`src/rtl/s386_seq_pkg.sv`:
```
// Shared types and constants for the s386 vector sequencer and its compare stage.
// Entry layout is {expected, stim}, matching the host write-port format.
package s386_seq_pkg;
    localparam int S386_IW = 7;
    localparam int S386_OW = 7;

    // x^16 + x^12 + x^3 + x + 1, x^16 term implicit
    localparam logic [15:0] MISR_POLY = 16'h100B;
    localparam logic [15:0] MISR_SEED = 16'hFFFF;

    typedef enum logic [1:0] {
        ST_IDLE,
        ST_RUN,
        ST_CHECK,
        ST_DONE
    } state_e;

    typedef struct packed {
        logic [S386_OW-1:0] expected;
        logic [S386_IW-1:0] stim;
    } pat_t;

    function automatic logic [15:0] misr_step(input logic [15:0] sig, input logic [15:0] din);
        return {sig[14:0], 1'b0} ^ (sig[15] ? MISR_POLY : 16'h0000) ^ din;
    endfunction
endpackage

```
`src/rtl/s386_seq_cmp.sv`:
```
// Compare pipeline: one capture register, then mismatch count / first-error / optional MISR (S386_SEQ_MISR_EN).
// Latency: result for a captured vector lands one edge after capture; no backpressure, accepts one vector per cycle.
module s386_seq_cmp
    import s386_seq_pkg::*;
#(
    parameter int AW     = 4,
    parameter int OW     = S386_OW,
    parameter int WARMUP = 2,
    parameter int CW     = 8
) (
    input  logic          CK,
    input  logic          RN,
    input  logic          clr,
    input  logic          cap_en,
    input  logic [OW-1:0] cap_out,
    input  logic [OW-1:0] cap_exp,
    input  logic [AW:0]   cap_idx,
    output logic [CW-1:0] err_cnt,
    output logic [AW-1:0] first_err,
`ifdef S386_SEQ_MISR_EN
    output logic [15:0]   signature,
`endif
    output logic          err_valid
);
    logic          vld_q, vld_d;
    logic [OW-1:0] out_q, out_d;
    logic [OW-1:0] exp_q, exp_d;
    logic [AW:0]   idx_q, idx_d;
    logic [CW-1:0] err_cnt_q, err_cnt_d;
    logic [AW-1:0] first_err_q, first_err_d;
    logic          err_valid_q, err_valid_d;
    logic          cmp_en, mis;
`ifdef S386_SEQ_MISR_EN
    logic [15:0]   sig_q, sig_d;
`endif

    always_comb begin
        vld_d       = cap_en;
        out_d       = cap_en ? cap_out : out_q;
        exp_d       = cap_en ? cap_exp : exp_q;
        idx_d       = cap_en ? cap_idx : idx_q;
        cmp_en      = vld_q && (32'(idx_q) >= 32'(WARMUP));
        mis         = cmp_en && (out_q != exp_q);
        err_cnt_d   = err_cnt_q;
        first_err_d = first_err_q;
        err_valid_d = err_valid_q;
        if (clr) begin
            err_cnt_d   = '0;
            first_err_d = '0;
            err_valid_d = 1'b0;
        end else if (mis) begin
            if (err_cnt_q != '1)
                err_cnt_d = err_cnt_q + 1'b1;
            if (!err_valid_q) begin
                first_err_d = idx_q[AW-1:0];
                err_valid_d = 1'b1;
            end
        end
`ifdef S386_SEQ_MISR_EN
        sig_d = sig_q;
        if (clr)
            sig_d = MISR_SEED;
        else if (cmp_en)
            sig_d = misr_step(sig_q, 16'(out_q));
`endif
    end

    always_ff @(posedge CK) begin
        if (!RN) begin
            vld_q       <= 1'b0;
            out_q       <= '0;
            exp_q       <= '0;
            idx_q       <= '0;
            err_cnt_q   <= '0;
            first_err_q <= '0;
            err_valid_q <= 1'b0;
`ifdef S386_SEQ_MISR_EN
            sig_q       <= MISR_SEED;
`endif
        end else begin
            vld_q       <= vld_d;
            out_q       <= out_d;
            exp_q       <= exp_d;
            idx_q       <= idx_d;
            err_cnt_q   <= err_cnt_d;
            first_err_q <= first_err_d;
            err_valid_q <= err_valid_d;
`ifdef S386_SEQ_MISR_EN
            sig_q       <= sig_d;
`endif
        end
    end

    assign err_cnt   = err_cnt_q;
    assign first_err = first_err_q;
    assign err_valid = err_valid_q;
`ifdef S386_SEQ_MISR_EN
    assign signature = sig_q;
`endif
endmodule

```
`src/rtl/s386_vec_sequencer.sv`:
```
// Sequences stored vectors into an s386 core and checks its outputs; S386_SEQ_MISR_EN adds a signature port.
// Latency: start at edge E -> done high the cycle after E+num_vec+1; no backpressure, start/wr_en ignored while busy.
module s386_vec_sequencer
    import s386_seq_pkg::*;
#(
    parameter int DEPTH  = 16,
    parameter int AW     = 4,
    parameter int IW     = S386_IW,
    parameter int OW     = S386_OW,
    parameter int WARMUP = 2,
    parameter int CW     = 8
) (
    input  logic             CK,
    input  logic             RN,
    input  logic             wr_en,
    input  logic [AW-1:0]    wr_addr,
    input  logic [IW+OW-1:0] wr_data,
    input  logic [AW:0]      num_vec,
    input  logic             start,
    output logic             busy,
    output logic             done,
    output logic [IW-1:0]    dut_in,
    input  logic [OW-1:0]    dut_out,
    output logic [CW-1:0]    err_cnt,
    output logic [AW-1:0]    first_err,
`ifdef S386_SEQ_MISR_EN
    output logic [15:0]      signature,
`endif
    output logic             err_valid
);
    localparam logic [AW:0] DEPTH_W = (AW+1)'(DEPTH);

    pat_t          mem_q [DEPTH];
    state_e        state_q, state_d;
    logic [AW:0]   idx_q, idx_d;
    logic [AW:0]   last_q, last_d;
    logic [IW-1:0] dut_in_q, dut_in_d;
    logic          busy_q, busy_d;
    logic          done_q, done_d;
    logic [AW:0]   nv_eff;
    logic          seq_start, cap_en;

    // Pattern memory has no reset; host reloads it before each campaign.
    always_ff @(posedge CK) begin
        if (wr_en && state_q == ST_IDLE)
            mem_q[wr_addr] <= wr_data;
    end

    always_comb begin
        nv_eff    = (num_vec == '0 || num_vec > DEPTH_W) ? DEPTH_W : num_vec;
        state_d   = state_q;
        idx_d     = idx_q;
        last_d    = last_q;
        dut_in_d  = dut_in_q;
        busy_d    = busy_q;
        done_d    = 1'b0;
        seq_start = 1'b0;
        cap_en    = 1'b0;
        case (state_q)
            ST_IDLE: begin
                if (start) begin
                    state_d   = ST_RUN;
                    seq_start = 1'b1;
                    last_d    = nv_eff - 1'b1;
                    idx_d     = '0;
                    dut_in_d  = mem_q[0].stim;
                    busy_d    = 1'b1;
                end
            end
            ST_RUN: begin
                cap_en = 1'b1;
                if (idx_q == last_q) begin
                    state_d = ST_CHECK;
                end else begin
                    idx_d    = idx_q + 1'b1;
                    dut_in_d = mem_q[idx_d[AW-1:0]].stim;
                end
            end
            ST_CHECK: begin
                state_d = ST_DONE;
                done_d  = 1'b1;
            end
            ST_DONE: begin
                state_d = ST_IDLE;
                busy_d  = 1'b0;
            end
            default: state_d = ST_IDLE;
        endcase
    end

    always_ff @(posedge CK) begin
        if (!RN) begin
            state_q  <= ST_IDLE;
            idx_q    <= '0;
            last_q   <= '0;
            dut_in_q <= '0;
            busy_q   <= 1'b0;
            done_q   <= 1'b0;
        end else begin
            state_q  <= state_d;
            idx_q    <= idx_d;
            last_q   <= last_d;
            dut_in_q <= dut_in_d;
            busy_q   <= busy_d;
            done_q   <= done_d;
        end
    end

    assign dut_in = dut_in_q;
    assign busy   = busy_q;
    assign done   = done_q;

    s386_seq_cmp #(
        .AW     (AW),
        .OW     (OW),
        .WARMUP (WARMUP),
        .CW     (CW)
    ) u_cmp (
        .CK        (CK),
        .RN        (RN),
        .clr       (seq_start),
        .cap_en    (cap_en),
        .cap_out   (dut_out),
        .cap_exp   (mem_q[idx_q[AW-1:0]].expected),
        .cap_idx   (idx_q),
        .err_cnt   (err_cnt),
        .first_err (first_err),
`ifdef S386_SEQ_MISR_EN
        .signature (signature),
`endif
        .err_valid (err_valid)
    );
endmodule

```
`config.mk`:
```
export PLATFORM = sky130hd
export DESIGN_NAME = s386_vec_sequencer
export DESIGN_NICKNAME = d
export VERILOG_FILES = /design/src/rtl/s386_seq_pkg.sv /design/src/rtl/s386_seq_cmp.sv /design/src/rtl/s386_vec_sequencer.sv
export SDC_FILE = /design/constraint.sdc
export NUM_CORES = 1
export LEC_CHECK = 0
export CORE_ASPECT_RATIO = 1.5
export CORE_UTILIZATION = 24
export DETAILED_ROUTE_END_ITERATION = 8
export SLEW_MARGIN = 30
export SYNTH_ARGS = -nofsm -noshare
export SYNTH_HDL_FRONTEND = slang
export SYNTH_SLANG_ARGS = --single-unit
export TNS_END_PERCENT = 10
```
`constraint.sdc`:
```
create_clock -name CK -period 3.9 [get_ports CK]
set_input_delay 0.585 -clock CK [delete_from_list [all_inputs] [get_ports CK]]
set_output_delay 0.585 -clock CK [all_outputs]
set_load 0.05 [all_outputs]
```
==> results.sh, run 1 <==
# yosys + openroad results
export IMPL_top_layer_used="met5"
export IMPL_slew_viol_final=0
export IMPL_fa_ha_area_share_pct=0.895
export IMPL_r2r_start="idx_q[0]$_SDFFE_PN0P_"
export IMPL_first_pass_iters=4
export IMPL_yosysWarnings=0
export IMPL_placed_cell_area_um2=12500
export IMPL_io_pins=56
export IMPL_post_cts_buffers=0
export IMPL_reg2reg_slack_ns=1.25
export IMPL_synth_seq_share_pct=69.8
export IMPL_core_area_um2=45900
export IMPL_crit_fanout=22
export IMPL_yosys_area_top_type_share_pct=60.2
export IMPL_muxShareOfSynthArea_pct=15.4
export IMPL_die_x_um=178
export IMPL_max_freq_ghz=0.377
export IMPL_ctsHoldBuffers=0
export IMPL_cp_start_kind="flop"
export IMPL_yosysMostFrequentCell="edfxtp_1"
export IMPL_dp_cells=1295
export IMPL_crit_start="idx_q[0]$_SDFFE_PN0P_"
export IMPL_period_minus_slack_ns=2.65
export IMPL_grt_pass1_vias=6064
export IMPL_finalSetupViolCount=0
export IMPL_setup_tns_ns=0
export IMPL_rsz0062_at_grt="no"
export IMPL_p_total_mw=7.30
export IMPL_fp_nets=701
export IMPL_ys_top_cells_by_area="edfxtp_1 (60%), dfxtp_1 (9.7%), mux4_2 (8.7%)"
export IMPL_min_period_over_period_pct=68.1
export IMPL_cts_tree="built"
export IMPL_pre_cts_slack_ns=1.04
export IMPL_routed_via_density=4.46
export IMPL_worstPathRequired_ns=4.30
export IMPL_synth_cell_area_um2=11200
export IMPL_leakagePower_nw=4.19
export IMPL_status="finished, final reports clean"
export IMPL_drtAntennaViolNets=0
export IMPL_synthAoiAreaFrac_pct=4.97
export IMPL_clkTransAtPathRegs_ns=0.07
export IMPL_overflow=0
export IMPL_grtUsageMet1_pct=11.9
export IMPL_ys_ff=278
export IMPL_reg2reg_depth=6
export IMPL_path_cells="ha_1 -> mux4_2 -> mux2_2 -> or3b_1 -> o211ai_1 -> a21oi_1"
export IMPL_design_area_um2=13300
export IMPL_worst_setup_path_type="flop to flop"
export IMPL_top_cells_by_count="edfxtp_1 (224), dfxtp_1 (54), nor2_1 (46)"
export IMPL_wl_met3_mm=1.24
export IMPL_drc=0
export IMPL_clk_latency_ns=0.54
export IMPL_portBuffers=55
export IMPL_floorplan_core_util_pct=24.4
export IMPL_wl_met2_mm=13.4
export IMPL_fp_dieH_um=266
export IMPL_min_path_type="flop to flop"
export IMPL_ys_sh_simple_pct=5.43
export IMPL_cp_num_buf_inv=0
export IMPL_place_congestion=0.720
==> run 1: cell type report <==
class                   count  area (um^2)
clock buffers              29          651
clock inverters            17          195
fillers                  4527        32500
inverters                   7         26.3
multi-input cells         340         3170
flip-flops and latches    278         7810
well taps                 588          736
repair buffers             82          753
==> run 1: registers in the layout, indices dropped and copies added (netlist names), 2 cells and up <==
signal and count:
mem_q 224, u_cmp.err_cnt 8, u_cmp.out_q 7, state_q 2
u_cmp.exp_q 7, u_cmp.first_err 4, u_cmp.idx_q 5, dut_in 7
last_q 5, idx_q 5
==> run 1: where the power goes <==
part	internal [mW]	total, mW	switching, mW
combinational	0.558	1.30	0.739
sequential	3.36	3.46	0.102
clock	1.47	2.54	1.08
total	5.38	7.30	1.92
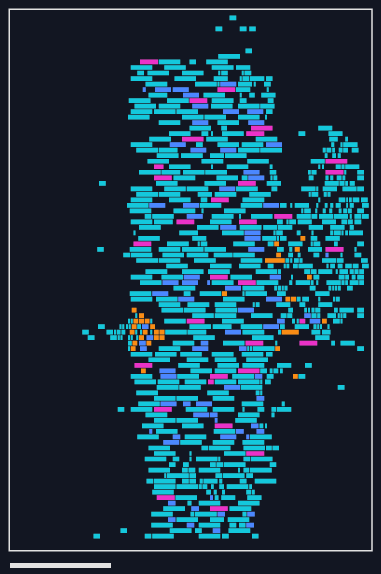
*Drive-strength map, run 1*
Bar = 50 um.
| size | color | cells | share |
|---|---|---|---|
| x1 and smaller | cyan | 614 | 82% |
| x3 and x4 | orange | 31 | 4.1% |
| x6 and larger | magenta | 32 | 4.2% |
| x2 | blue | 76 | 10% |
bufs w/o clock: 82
final setup margin: 1.25 ns

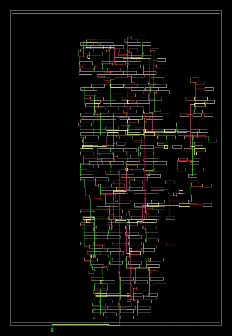
*The clock network, run 1*
reported clock group power: 2.54 mW
flip-flops: 278

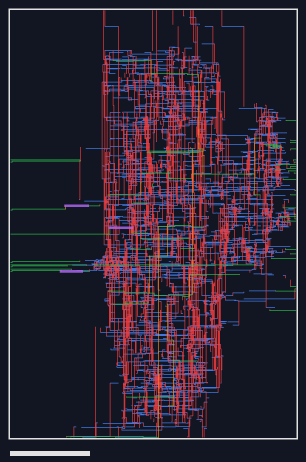
*Wiring by layer, run 1*
Bar = 50 um.
| layer | color | wire length |
|---|---|---|
| M5 | purple | 40.5 um |
| M2 | red | 13400 um |
| M3 | green | 1240 um |
| M4 | orange | 465 um |
| M1 | blue | 9620 um |
routed len/inst: 18.4 um
via count: 5975
GRT Util Overall: 10.5%
WL final: 24.7 mm

### Port wiring, run 1

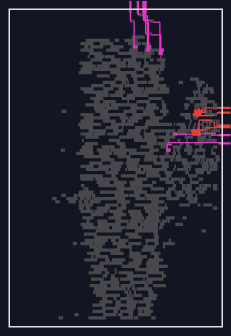

==> run 2, diff against run 1 <==
==> constraint.sdc (replaced) <==
create_clock -name CK -period 2.6 [get_ports CK]
set_input_delay 0.39 -clock CK [delete_from_list [all_inputs] [get_ports CK]]
set_output_delay 0.39 -clock CK [all_outputs]
set_load 0.05 [all_outputs]
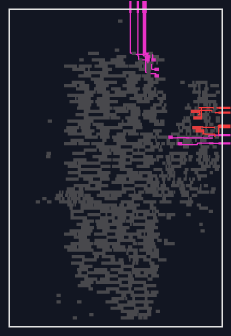
*Port wiring, run 2*
| port | color | bits | direction | edge | end cells | wire |
|---|---|---|---|---|---|---|
| dut_out | magenta | 7 | input | 5 north, 2 east | 7 | 345 um |
| first_err | red | 4 | output | east | 4 | 86.9 um |

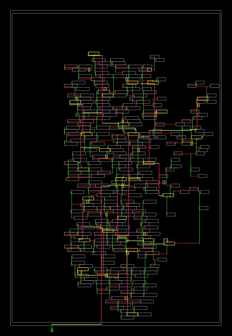
*The clock network, run 2*
Num CTS Buffers: 27
clk_skew: 0.0180 ns

==> run 2 against run 1 <==
Against the previous run: via count grew 0.92%; sequential share of layout area fell by 0.26 points; register-to-register slack got worse by 0.87 ns; global-route usage hardly changed; die size did not move; critical path type is now flop to output pin; largest power group unchanged; sequential cell count is the same.
==> results.sh, run 2 <==
# yosys + openroad results
export IMPL_max_freq_ghz=0.448
export IMPL_portBuffers=55
export IMPL_clkTransAtPathRegs_ns=0.06
export IMPL_largest_class="registers"
export IMPL_finalSetupViolCount=0
export IMPL_slew_viol_final=0
export IMPL_clock_area_share_pct=5.95
export IMPL_routed_via_density=4.45
export IMPL_ys_ff=278
export IMPL_post_cts_buffers=0
export IMPL_io_pins=56
export IMPL_buf_share_pct=6.42
export IMPL_wl_met3_mm=1.03
export IMPL_status="finished, final reports clean"
export IMPL_path_cells="clkdlybuf4s50_1"
export IMPL_worstPathRequired_ns=2.21
export IMPL_crit_start="u_cmp.err_valid$_SDFFE_PP0P_"
export IMPL_wl_met2_mm=12.9
export IMPL_drc=0
export IMPL_period_minus_slack_ns=2.23
export IMPL_wl_per_cell_um=18.1
export IMPL_overflow=0
export IMPL_ys_top_cells_by_area="edfxtp_1 (60%), dfxtp_1 (9.7%), mux4_2 (8.7%)"
export IMPL_r2r_start="idx_q[1]$_SDFFE_PN0P_"
export IMPL_routed_wl_mm=24.6
export IMPL_synth_seq_share_pct=69.8
export IMPL_min_period_over_period_pct=85.9
export IMPL_p_switching_mw=2.94
export IMPL_leakagePower_nw=4.23
export IMPL_pwr_share_clk_pct=33.3
export IMPL_p_total_mw=10.8
export IMPL_core_area_um2=45900
export IMPL_cp_start_kind="flop"
export IMPL_dp_cells=1306
export IMPL_top_cells_by_count="edfxtp_1 (224), dfxtp_1 (54), nor2_1 (46)"
export IMPL_floorplan_core_util_pct=24.4
export IMPL_grtUsageMet1_pct=12.7
export IMPL_comb_power_share_pct=18.8
export IMPL_pre_cts_slack_ns=-0.0283
export IMPL_largest_register="mem_q"
export IMPL_cts_tree="built"
export IMPL_seq_power_mw=5.17
export IMPL_comb_power_mw=2.03
export IMPL_reg2reg_slack_ns=0.38
export IMPL_die_x_um=178
export IMPL_signal_buffers=93
export IMPL_yosys_area_top_type_share_pct=60.2
export IMPL_reg2reg_depth=7
export IMPL_p_int_mw=7.86
export IMPL_setup_tns_ns=0
export IMPL_min_path_type="primary input to flop"
export IMPL_grt_pass1_vias=6228
export IMPL_yosysWarnings=0
export IMPL_cp_num_buf_inv=1
export IMPL_ys_sh_simple_pct=5.43
export IMPL_gr_usage_all_layers_pct=10.6
export IMPL_design_seq_count=278
export IMPL_yosysMostFrequentCell="edfxtp_1"
export IMPL_design_area_um2=13400
export IMPL_logic_area_um2=3170
export IMPL_switching_share_pct=27.2
export IMPL_fp_nets=701
export IMPL_place_congestion=0.711
export IMPL_drtAntennaViolNets=0
export IMPL_synthAoiAreaFrac_pct=4.97
export IMPL_ctsHoldBuffers=0
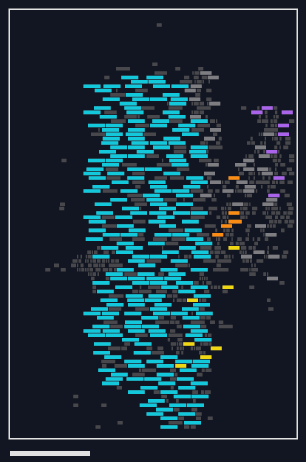
*Register map, names as in the netlist, run 2*
Bar = 50 um. Other sequential cells in the stronger gray, the rest of the logic in the fainter gray.
| netlist name | color | sequential cells |
|---|---|---|
| mem_q | cyan | 224 |
| dut_in | yellow | 7 |
| idx_q | orange | 5 |
| u_cmp.err_cnt | purple | 8 |
not colored: 34

## run 2: cell count changes in the layout (fill, tap and decap cells not counted), sizes merged
cell / before / now
clkbuf: 29 / 36
inv: 9 / 10
buf: 27 / 38
bufinv: 4 / 0
clkinvlp: 3 / 0
clkinv: 8 / 10
## run 2: worst min-delay path by stage
stage / end / cells past startpoint / slack [ns]
floorplan: u_cmp.first_err[0]$_SDFFE_PP0P_ / 2 / 0.43
global placement: dut_in[0]$_SDFFE_PN0P_ / 2 / 0.46
detailed placement: last_q[4]$_SDFFE_PN0P_ / 2 / 0.46
CTS: u_cmp.out_q[0]$_SDFFE_PN0P_ / 3 / 0.43
global route: u_cmp.out_q[1]$_SDFFE_PN0P_ / 3 / 0.46
finish: u_cmp.out_q[1]$_SDFFE_PN0P_ / 3 / 0.46
Power and IR drop assume default switching activity.
